### config.mk
export PLATFORM = sky130hd
export DESIGN_NAME = nn_argmax_stream
export DESIGN_NICKNAME = d
export VERILOG_FILES = /design/src/rtl/nn_argmax_stream.sv
export SDC_FILE = /design/constraint.sdc
export NUM_CORES = 1
export LEC_CHECK = 0
export ABC_AREA = 1
export CORE_MARGIN = 10
export CORE_UTILIZATION = 40
export DETAILED_ROUTE_END_ITERATION = 10
export GPL_ROUTABILITY_DRIVEN = 0
export GPL_TIMING_DRIVEN = 0
export HOLD_SLACK_MARGIN = 0.15
export PLACE_DENSITY_LB_ADDON = 0.08
export SYNTH_ARGS = -nofsm -noshare
export SYNTH_HDL_FRONTEND = slang
export SYNTH_SLANG_ARGS = --single-unit
### constraint.sdc
create_clock -name clk -period 1.95 [get_ports clk]
set_input_delay 0.195 -clock clk [delete_from_list [all_inputs] [get_ports clk]]
set_output_delay 0.195 -clock clk [all_outputs]
set_load 0.02 [all_outputs]
### src/rtl/nn_argmax_stream.sv
// -----------------------------------------------------------------------------
// nn_argmax_stream
//
// Purpose:
//   Sequential classifier back end for the 2-layer softmax network. Softmax
//   scores arrive one signed fixed-point word per cycle on a valid/ready
//   stream. For every OUT_SIZE-element vector the block emits the index of the
//   largest score (ties keep the lower index) together with the winning score
//   and the vector number. After BATCH results have been handed off the block
//   parks in DONE with batch_done held high until clear or reset.
//
// Optional feature (compile-time macro NN_ARGMAX_ERRCHK_EN):
//   defined   : err is a sticky flag set by any accepted negative score, or by
//               out_ready pulsed while no result is pending in DONE.
//   undefined : err is tied low and no checker logic exists.
//
// Ports:
//   clk         in   1       clock, rising edge
//   rst_n       in   1       asynchronous active-low reset
//   clear       in   1       synchronous restart (counters 0, state ACCUM)
//   in_valid    in   1       score word valid
//   in_ready    out  1       block accepts a score word (high only in ACCUM)
//   in_data     in   WIDTH   signed score, Q(WIDTH-FRAC).FRAC
//   out_valid   out  1       result valid
//   out_ready   in   1       downstream accepts result
//   out_idx     out  IDX_W   argmax class index
//   out_max     out  WIDTH   winning score
//   out_batch   out  BAT_W   0-based vector number of this result
//   batch_done  out  1       all BATCH results handed off (held level)
//   err         out  1       sticky input-check error (see macro above)
// -----------------------------------------------------------------------------
module nn_argmax_stream #(
  parameter  int WIDTH    = 18,
  parameter  int FRAC     = 8,
  parameter  int OUT_SIZE = 3,
  parameter  int BATCH    = 300,
  localparam int IDX_W    = $clog2(OUT_SIZE),
  localparam int BAT_W    = $clog2(BATCH + 1)
) (
  input  logic             clk,
  input  logic             rst_n,
  input  logic             clear,
  input  logic             in_valid,
  output logic             in_ready,
  input  logic [WIDTH-1:0] in_data,
  output logic             out_valid,
  input  logic             out_ready,
  output logic [IDX_W-1:0] out_idx,
  output logic [WIDTH-1:0] out_max,
  output logic [BAT_W-1:0] out_batch,
  output logic             batch_done,
  output logic             err
);

  // ---------------------------------------------------------------------------
  // Elaboration-time parameter sanity checks
  // ---------------------------------------------------------------------------
  generate
    if (OUT_SIZE < 2) begin : g_bad_out_size
      $error("nn_argmax_stream: OUT_SIZE must be >= 2");
    end
    if (BATCH < 1) begin : g_bad_batch
      $error("nn_argmax_stream: BATCH must be >= 1");
    end
    if (FRAC < 0 || FRAC >= WIDTH) begin : g_bad_frac
      $error("nn_argmax_stream: FRAC must lie in [0, WIDTH)");
    end
  endgenerate

  localparam logic [IDX_W-1:0] LAST_ELEM = IDX_W'(OUT_SIZE - 1);
  localparam logic [BAT_W-1:0] LAST_VEC  = BAT_W'(BATCH - 1);

  typedef enum logic [1:0] {
    ST_ACCUM = 2'd0,
    ST_EMIT  = 2'd1,
    ST_DONE  = 2'd2
  } state_e;

  // ---------------------------------------------------------------------------
  // State
  // ---------------------------------------------------------------------------
  state_e                    state_q,      state_d;
  logic        [IDX_W-1:0]   elem_cnt_q,   elem_cnt_d;
  logic        [BAT_W-1:0]   bat_cnt_q,    bat_cnt_d;
  logic signed [WIDTH-1:0]   run_max_q,    run_max_d;
  logic        [IDX_W-1:0]   run_idx_q,    run_idx_d;
  logic                      out_valid_q,  out_valid_d;
  logic        [IDX_W-1:0]   out_idx_q,    out_idx_d;
  logic        [WIDTH-1:0]   out_max_q,    out_max_d;
  logic        [BAT_W-1:0]   out_batch_q,  out_batch_d;
  logic                      batch_done_q, batch_done_d;

  // in_ready depends on registered state only, so there is no combinational
  // path from in_valid to in_ready.
  logic in_fire;
  assign in_ready = (state_q == ST_ACCUM);
  assign in_fire  = in_valid && in_ready;

  // ---------------------------------------------------------------------------
  // Running argmax candidate for the current beat.
  // Element 0 always seeds the running maximum. Later elements replace it only
  // on a strictly greater signed value, so ties keep the lower index.
  // ---------------------------------------------------------------------------
  logic signed [WIDTH-1:0] cand_max;
  logic        [IDX_W-1:0] cand_idx;

  always_comb begin
    cand_max = run_max_q;
    cand_idx = run_idx_q;
    if ((elem_cnt_q == '0) || ($signed(in_data) > run_max_q)) begin
      cand_max = $signed(in_data);
      cand_idx = elem_cnt_q;
    end
  end

  // ---------------------------------------------------------------------------
  // Next-state logic
  // ---------------------------------------------------------------------------
  always_comb begin
    state_d      = state_q;
    elem_cnt_d   = elem_cnt_q;
    bat_cnt_d    = bat_cnt_q;
    run_max_d    = run_max_q;
    run_idx_d    = run_idx_q;
    out_valid_d  = out_valid_q;
    out_idx_d    = out_idx_q;
    out_max_d    = out_max_q;
    out_batch_d  = out_batch_q;
    batch_done_d = batch_done_q;

    if (clear) begin
      // Any beat or handoff presented alongside clear is dropped.
      state_d      = ST_ACCUM;
      elem_cnt_d   = '0;
      bat_cnt_d    = '0;
      out_valid_d  = 1'b0;
      batch_done_d = 1'b0;
    end else begin
      unique case (state_q)
        ST_ACCUM: begin
          if (in_fire) begin
            run_max_d = cand_max;
            run_idx_d = cand_idx;
            if (elem_cnt_q == LAST_ELEM) begin
              // Final compare goes straight to the output registers so the
              // result is valid on the cycle after the last beat.
              out_idx_d   = cand_idx;
              out_max_d   = cand_max;
              out_batch_d = bat_cnt_q;
              out_valid_d = 1'b1;
              elem_cnt_d  = '0;
              state_d     = ST_EMIT;
            end else begin
              elem_cnt_d = elem_cnt_q + IDX_W'(1);
            end
          end
        end

        ST_EMIT: begin
          if (out_ready) begin
            out_valid_d = 1'b0;
            bat_cnt_d   = bat_cnt_q + BAT_W'(1);
            if (bat_cnt_q == LAST_VEC) begin
              batch_done_d = 1'b1;
              state_d      = ST_DONE;
            end else begin
              state_d = ST_ACCUM;
            end
          end
        end

        ST_DONE: begin
          out_valid_d  = 1'b0;
          batch_done_d = 1'b1;
        end

        default: begin
          state_d = ST_ACCUM;
        end
      endcase
    end
  end

  // ---------------------------------------------------------------------------
  // State registers
  // ---------------------------------------------------------------------------
  always_ff @(posedge clk or negedge rst_n) begin
    if (!rst_n) begin
      state_q      <= ST_ACCUM;
      elem_cnt_q   <= '0;
      bat_cnt_q    <= '0;
      run_max_q    <= '0;
      run_idx_q    <= '0;
      out_valid_q  <= 1'b0;
      out_idx_q    <= '0;
      out_max_q    <= '0;
      out_batch_q  <= '0;
      batch_done_q <= 1'b0;
    end else begin
      state_q      <= state_d;
      elem_cnt_q   <= elem_cnt_d;
      bat_cnt_q    <= bat_cnt_d;
      run_max_q    <= run_max_d;
      run_idx_q    <= run_idx_d;
      out_valid_q  <= out_valid_d;
      out_idx_q    <= out_idx_d;
      out_max_q    <= out_max_d;
      out_batch_q  <= out_batch_d;
      batch_done_q <= batch_done_d;
    end
  end

  assign out_valid  = out_valid_q;
  assign out_idx    = out_idx_q;
  assign out_max    = out_max_q;
  assign out_batch  = out_batch_q;
  assign batch_done = batch_done_q;

  // ---------------------------------------------------------------------------
  // Optional input checker. Observes the stream only; the datapath ignores it.
  // ---------------------------------------------------------------------------
`ifdef NN_ARGMAX_ERRCHK_EN
  logic err_q, err_d;
  logic neg_beat;
  logic stray_ready;

  // Softmax outputs are never negative, so a set sign bit means corruption.
  assign neg_beat    = in_fire && in_data[WIDTH-1];
  // A ready pulse with nothing to take after the batch indicates a
  // downstream that lost track of the result count.
  assign stray_ready = (state_q == ST_DONE) && out_ready && !out_valid_q;

  always_comb begin
    err_d = err_q;
    if (clear) begin
      err_d = 1'b0;
    end else if (neg_beat || stray_ready) begin
      err_d = 1'b1;
    end
  end

  always_ff @(posedge clk or negedge rst_n) begin
    if (!rst_n) begin
      err_q <= 1'b0;
    end else begin
      err_q <= err_d;
    end
  end

  assign err = err_q;
`else
  assign err = 1'b0;
`endif

endmodule
==> summary.txt, run 1 <==
Implementation results.

The run finished, with violations left. The final reports fail on negative setup slack. The tightest min-delay check is of the register to register type. The fraction of the yosys area taken by sequential cells is 44.31%. The quantity of I/O buffers inserted on ports is 54. The maximum number of pins on one net before global-route repair is 65. Of the cells placed in the final design, the portion with a size suffix greater than 1 is 33.63%. The critical path is of the register to register type.

The count of cell types in the netlist is 28. At the pin with the least slew margin, the transition time is 0.8426 ns. The floorplan has 34 rows. Counting the warning lines in the Yosys log gives 0. The relative max-transition margin is 43.82%. The startpoint of the most critical register-to-register path is run_max_q[11]. Synthesis produced a netlist whose cell count is 461. The final-report setup violation count is 40. By instance count after routing, the leading logic cell types are sky130_fd_sc_hd__nand2_1, sky130_fd_sc_hd__dfrtp_1, sky130_fd_sc_hd__inv_1, sky130_fd_sc_hd__clkdlybuf4s50_1, sky130_fd_sc_hd__nand3_2. The cell type contributing the most total cell area after synthesis is sky130_fd_sc_hd__dfrtp_1. The max-slew violation count is 0. The net count entering floorplan is 506. Of the total power, the clock network draws 16.4%. The worst setup slack after layout is -0.1422 ns.

The critical path's most frequent cell is sky130_fd_sc_hd__nand2_1. The CTS H-tree depth is 3. The total design power is 7.720 mW. The cell leakage power is 2.611 nW. The routed layout reports a DRC error count of 0. The worst slack after detailed placement is -0.5570 ns. The tree is rooted in a sky130_fd_sc_hd__clkbuf_8. The final critical path time including I/O delays and setup is 2.092 ns. The placed instances occupy a cell area of 4288 um^2. The number of sinks on the clock net is 64.

The worst setup path is captured at a register. The stage-log warning count is 30. The average instance in the mapped netlist occupies 7.841 um^2.

The run reported a max-capacitance violation count of 0.
==> run 1: power groups by stage <==
stage | sequential [mW] | combinational, mW | clock [mW]
6_report | 2.09 | 4.36 | 1.26
5_1_grt | 2.16 | 4.73 | 1.35
4_1_cts | 2.07 | 3.37 | 1.29
3_5_place_dp | 2.08 | 2.84 | 0
3_3_place_gp | 2.06 | 2.81 | 0
2_1_floorplan | 2.35 | 1.53 | 0
==> run 1: sequential cells by signal (all words and copies together) (netlist names) <==
name and cells:
run_max_q 18, out_max 18, state_q 2, out_valid 1, out_batch 9, run_idx_q 2
batch_done 1, elem_cnt_q 2, out_idx 2, bat_cnt_q 9
==> run 1: worst paths after layout <==
check,endpoint,slack (ns),cells past startpoint
min in group asynchronous,out_max[7],0.49,2
worst min-delay path,out_max[11],0.48,2
worst max register to register,out_max[17],-0.14,17
worst max-delay path,out_max[17],-0.14,17
worst min register to register,out_max[11],0.48,2
max in group asynchronous,out_valid,0.91,2
==> run 1: metal layers <==
layer  up-vias  part of all wire (%)  wire (um)  track usage, %
met5         -                     0          0               0
met4         0                   1.2        127           4.620
met3        12                   5.2        539           4.896
met2        61                    49       5120           24.29
met1      1608                    44       4600           18.47
li1       1655                     -          -               -
==> run 1: logic make-up after synthesis <==
logic type	synth area share, %
adder cells (fa/ha/maj)	7.615
other	0.1037
multiplexers	0.3115
flip-flops	44.31
AND/OR/NAND/NOR	32.19
AND-OR/OR-AND	5.262
buffers and inverters	10.21
==> run 1: area by class of cell <==
cell class	count	area [um^2]
tap	108	135.1
multi-input combinational	307	2232
clock inverter	6	83.83
inverter	73	274.0
fill	761	3319
clock buffer	10	127.6
timing repair buffer	88	863.3
sequential	64	1602
buffer	17	126.4
Fig. 1: run 1, floorplan with the power grid
Pins as bars on the die edge.
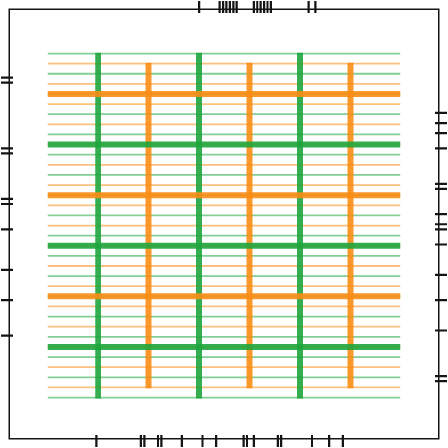
legend:
  VDD:
    colour: orange
  VSS:
    colour: green
met5 straps: 6
rows: 34
signal pins: 56
maximum ir drop on the vdd rail: 0.5464 mV
total core area: 8763 um^2
Die Span Y: 115.1 um
horizontal die dimension: 115.1 um

Fig. 2: run 1, close-up of the layout
Window x 4 to 54, y 61 to 111 um. Cells in grey, sequential cells in the stronger grey; small squares are vias.
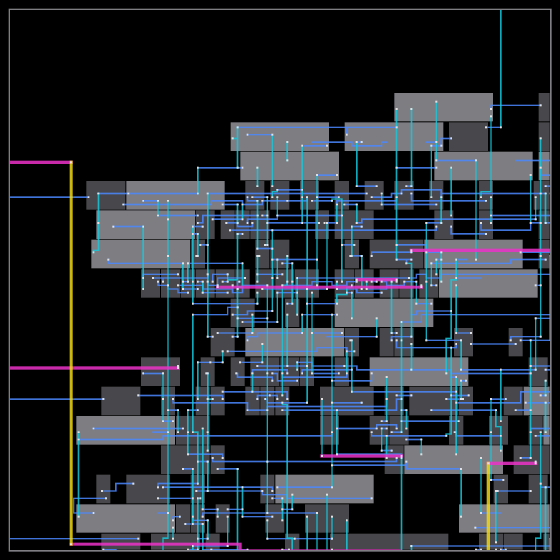
legend:
  metal 1:
    colour: blue
  metal 2:
    colour: cyan
  metal 3:
    colour: magenta
  metal 4:
    colour: yellow
cells with their middle in the window: 114
sequential cells in the window: 18
most frequent: inv_1 (21), dfrtp_1 (18), nand2_1 (16)
netlist names of flops here include: bat_cnt_q (9), out_batch (5), state_q (2)

Fig. 3: run 1, where the registers sit
Other sequential cells in the stronger grey, the rest of the logic in the fainter grey.
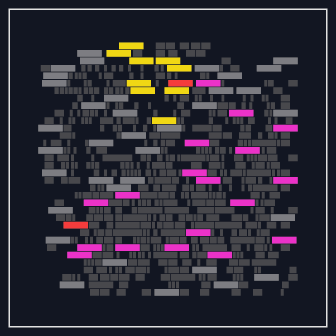
legend:
  out_batch:
    colour: yellow
    flops: 9
    where: top middle
  out_idx:
    colour: red
    flops: 2
  run_max_q:
    colour: magenta
    flops: 18
not coloured: 35
power of the sequential group: 2.09 mW
register share of the cell area: 29.42%
Reg area: 1602 um^2
post-layout util: 62.12%

Fig. 4: run 1, the clock network
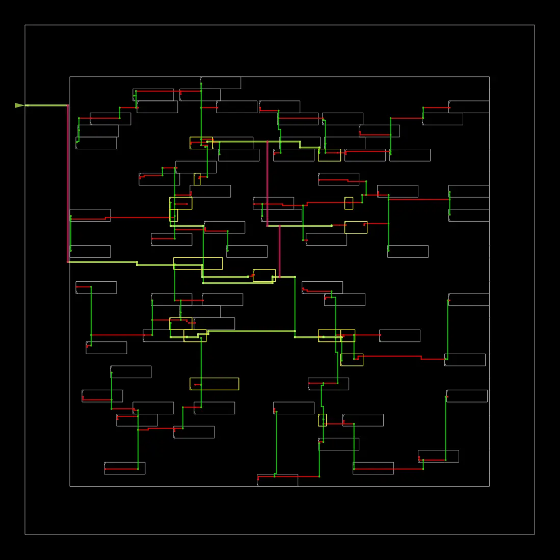

==> run 1 -> run 2 <==
Settings changed: CORE_MARGIN 10 to 4, CORE_UTILIZATION 40 to 49.
Fig. 5: run 2, the clock network
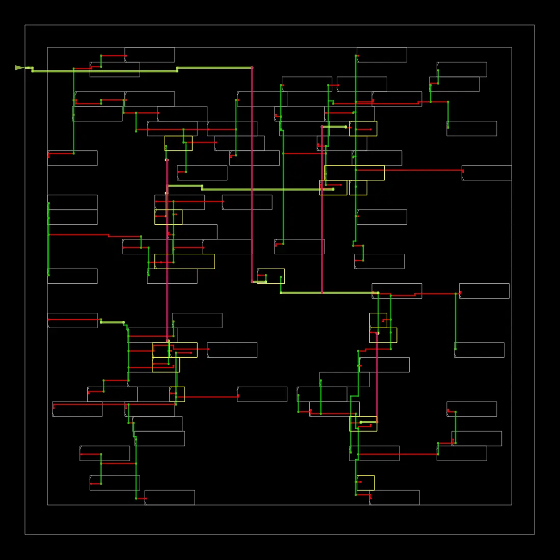
number of clock sinks seen by CTS: 64
skew final: 0.007462 ns
Flop Count: 64
CTS Buf Count: 9

Fig. 6: run 2, logic cells by family
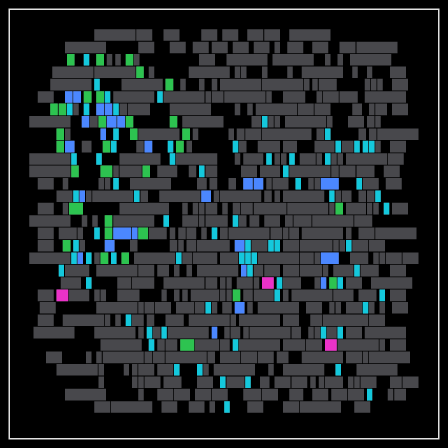
legend:
  non-inverting ao/oa cells:
    colour: magenta
    cells: 3
    most_used: a21o_1
  inv cells:
    colour: cyan
    cells: 73
    most_used: inv_1
  aoi and oai cells:
    colour: green
    cells: 32
    most_used: o21ai_0
  nor cells:
    colour: blue
    cells: 25

==> run 2 against run 1 <==
Against the previous run: the flow still finishes with violations (negative setup slack); clock-buffer cell count down 1; die size down 33%; synthesized cell count did not move; utilization is 9.3 points higher; clock power increased by 4%; flip-flop count is the same; synthesized area did not move.
==> summary.txt, run 2 <==
Implementation results.

The floorplan die height was 93.89 um (was 115.1 um). The detailed route wirelength on metal3 is 467 um (was 539 um). The count of cell types in the netlist came to 28 (unchanged).

The worst setup slack after layout is -0.1731 ns (was -0.1422 ns). The cell type contributing the most total cell area after synthesis is sky130_fd_sc_hd__dfrtp_1 (unchanged). The global routing's busiest layer is met2 (unchanged).

The CTS H-tree depth is 3 (unchanged). The slew at the pin closest to its max-slew limit is 0.8148 ns (was 0.8426 ns). The largest vdd supply drop was 0.6267 mV (was 0.5464 mV).

The net count entering floorplan is 506 (unchanged). The worst min-delay path class is register to register (unchanged). The main power-consuming group is combinational cells (unchanged). The relative max-transition margin came to 45.68% (was 43.82%). The standard cell area after detailed placement is 4277 um^2 (was 4288 um^2). The combinational-cell power consumption is 3.82 mW (was 4.36 mW). The final critical path time including I/O delays and setup is 2.123 ns (was 2.092 ns). The synthesized instance count came to 461 (unchanged). The cell at the root of the clock tree is sky130_fd_sc_hd__clkbuf_8 (unchanged). The maximum number of pins on one net before global-route repair came to 65 (unchanged).

The max-slew violation count is 0 (unchanged). The die span in x came to 93.89 um (was 115.1 um). The number of logic stages on the critical path including buffering came to 17 (unchanged).

The worst reg-to-reg path cell count is 17 (unchanged). The met2 track demand over resource is 36.25% (was 24.29%). The critical path class was register to register (unchanged). The average cell area after synthesis is 7.841 um^2 (unchanged). The clock network power consumption is 1.31 mW (was 1.26 mW). The row count is 31 (was 34). The critical path's most frequent cell is sky130_fd_sc_hd__nand2_1 (unchanged).

The startpoint of the most critical register-to-register path is run_max_q[11] (unchanged). The final-report setup violation count came to 40 (unchanged). The highest metal layer used by the detailed router is met4 (unchanged).

The hold path endpoint is out_max[5] (was out_max[11]). The ratio of cells with drive above 1 in the final layout is 27.42% (was 33.63%). The reported sequential group power is 2.08 mW (was 2.09 mW). Result of the run: finished with violations (unchanged).

The worst hold path stage count is 2 (unchanged). Failing checks: negative setup slack (unchanged). The endpoint of the lowest-slack register-to-register path is out_max[15] (was out_max[17]).

The combinational gate area was 2074 um^2 (was 2232 um^2). The max capacitance violation total was 0 (unchanged). The worst setup slack for register-to-register paths was -0.17 ns (was -0.14 ns). The worst slack after detailed placement is -0.5140 ns (was -0.5570 ns). The met1 wire length was 4.041 mm (was 4.600 mm). The quantity of I/O buffers inserted on ports is 54 (unchanged).
[run 2: worst max-delay path by stage]
| stage | endpoint | slack, ns |
|---|---|---|
| floorplan | out_max[10] | 0.04 |
| global placement | bat_cnt_q[5] | -1.58 |
| detailed placement | out_max[17] | -0.51 |
| CTS | run_max_q[17] | -0.11 |
| global route | run_max_q[1] | -0.34 |
| finish | out_max[15] | -0.17 |
[run 2: timing repair]
item,4_1_cts,5_1_grt
setup buffers,3,9
endpoints found under the setup margin,40,51
hold buffers,1,0
endpoints found under the hold margin,64,0
gates cloned,1,2
gates resized,30,82
pin swaps,11,42
[run 2: kinds of logic (layout without fill, tap and decap cells)]
| kind of cell | count (synthesis) | after routing | share of synthesized area, % |
|---|---|---|---|
| fa+ha+maj | 22 | 22 | 7.615 |
| buf+inv | 90 | 176 | 10.21 |
| compound gates | 35 | 35 | 5.262 |
| mux | 1 | 1 | 0.3115 |
| flops | 64 | 64 | 44.31 |
| other cells | 1 | 1 | 0.1037 |
| simple gates | 248 | 248 | 32.19 |
[run 2: stage by stage]
| stage | utilization [%] | hold slack [ns] |
|---|---|---|
| after CTS | 65.11 | 0.4800 |
| after floorplan | - | -0.1006 |
| after global placement | 59.31 | 0.4620 |
| after global routing | 71.47 | 0.5105 |
| after detailed placement | 59.28 | 0.3451 |
| final | 71.47 | 0.4720 |
[run 2: worst min-delay path, delay by kind of cell (launching register included)]
kind / cells / cell delay (ns)
and+or+nand+nor: 2 / 0.09
DFF: 1 / 0.35
[run 2: cell type report]
cell class | count | share of cell area, %
plain buffers | 17 | 2.475
clock buffers | 9 | 2.402
clock inverters | 7 | 1.990
inverters | 73 | 5.314
multi-input cells | 307 | 40.23
flip-flops and latches | 64 | 31.06
well taps | 99 | 2.402
repair buffers | 70 | 14.12
No activity file was given, so power comes from the tool's default toggle rates.
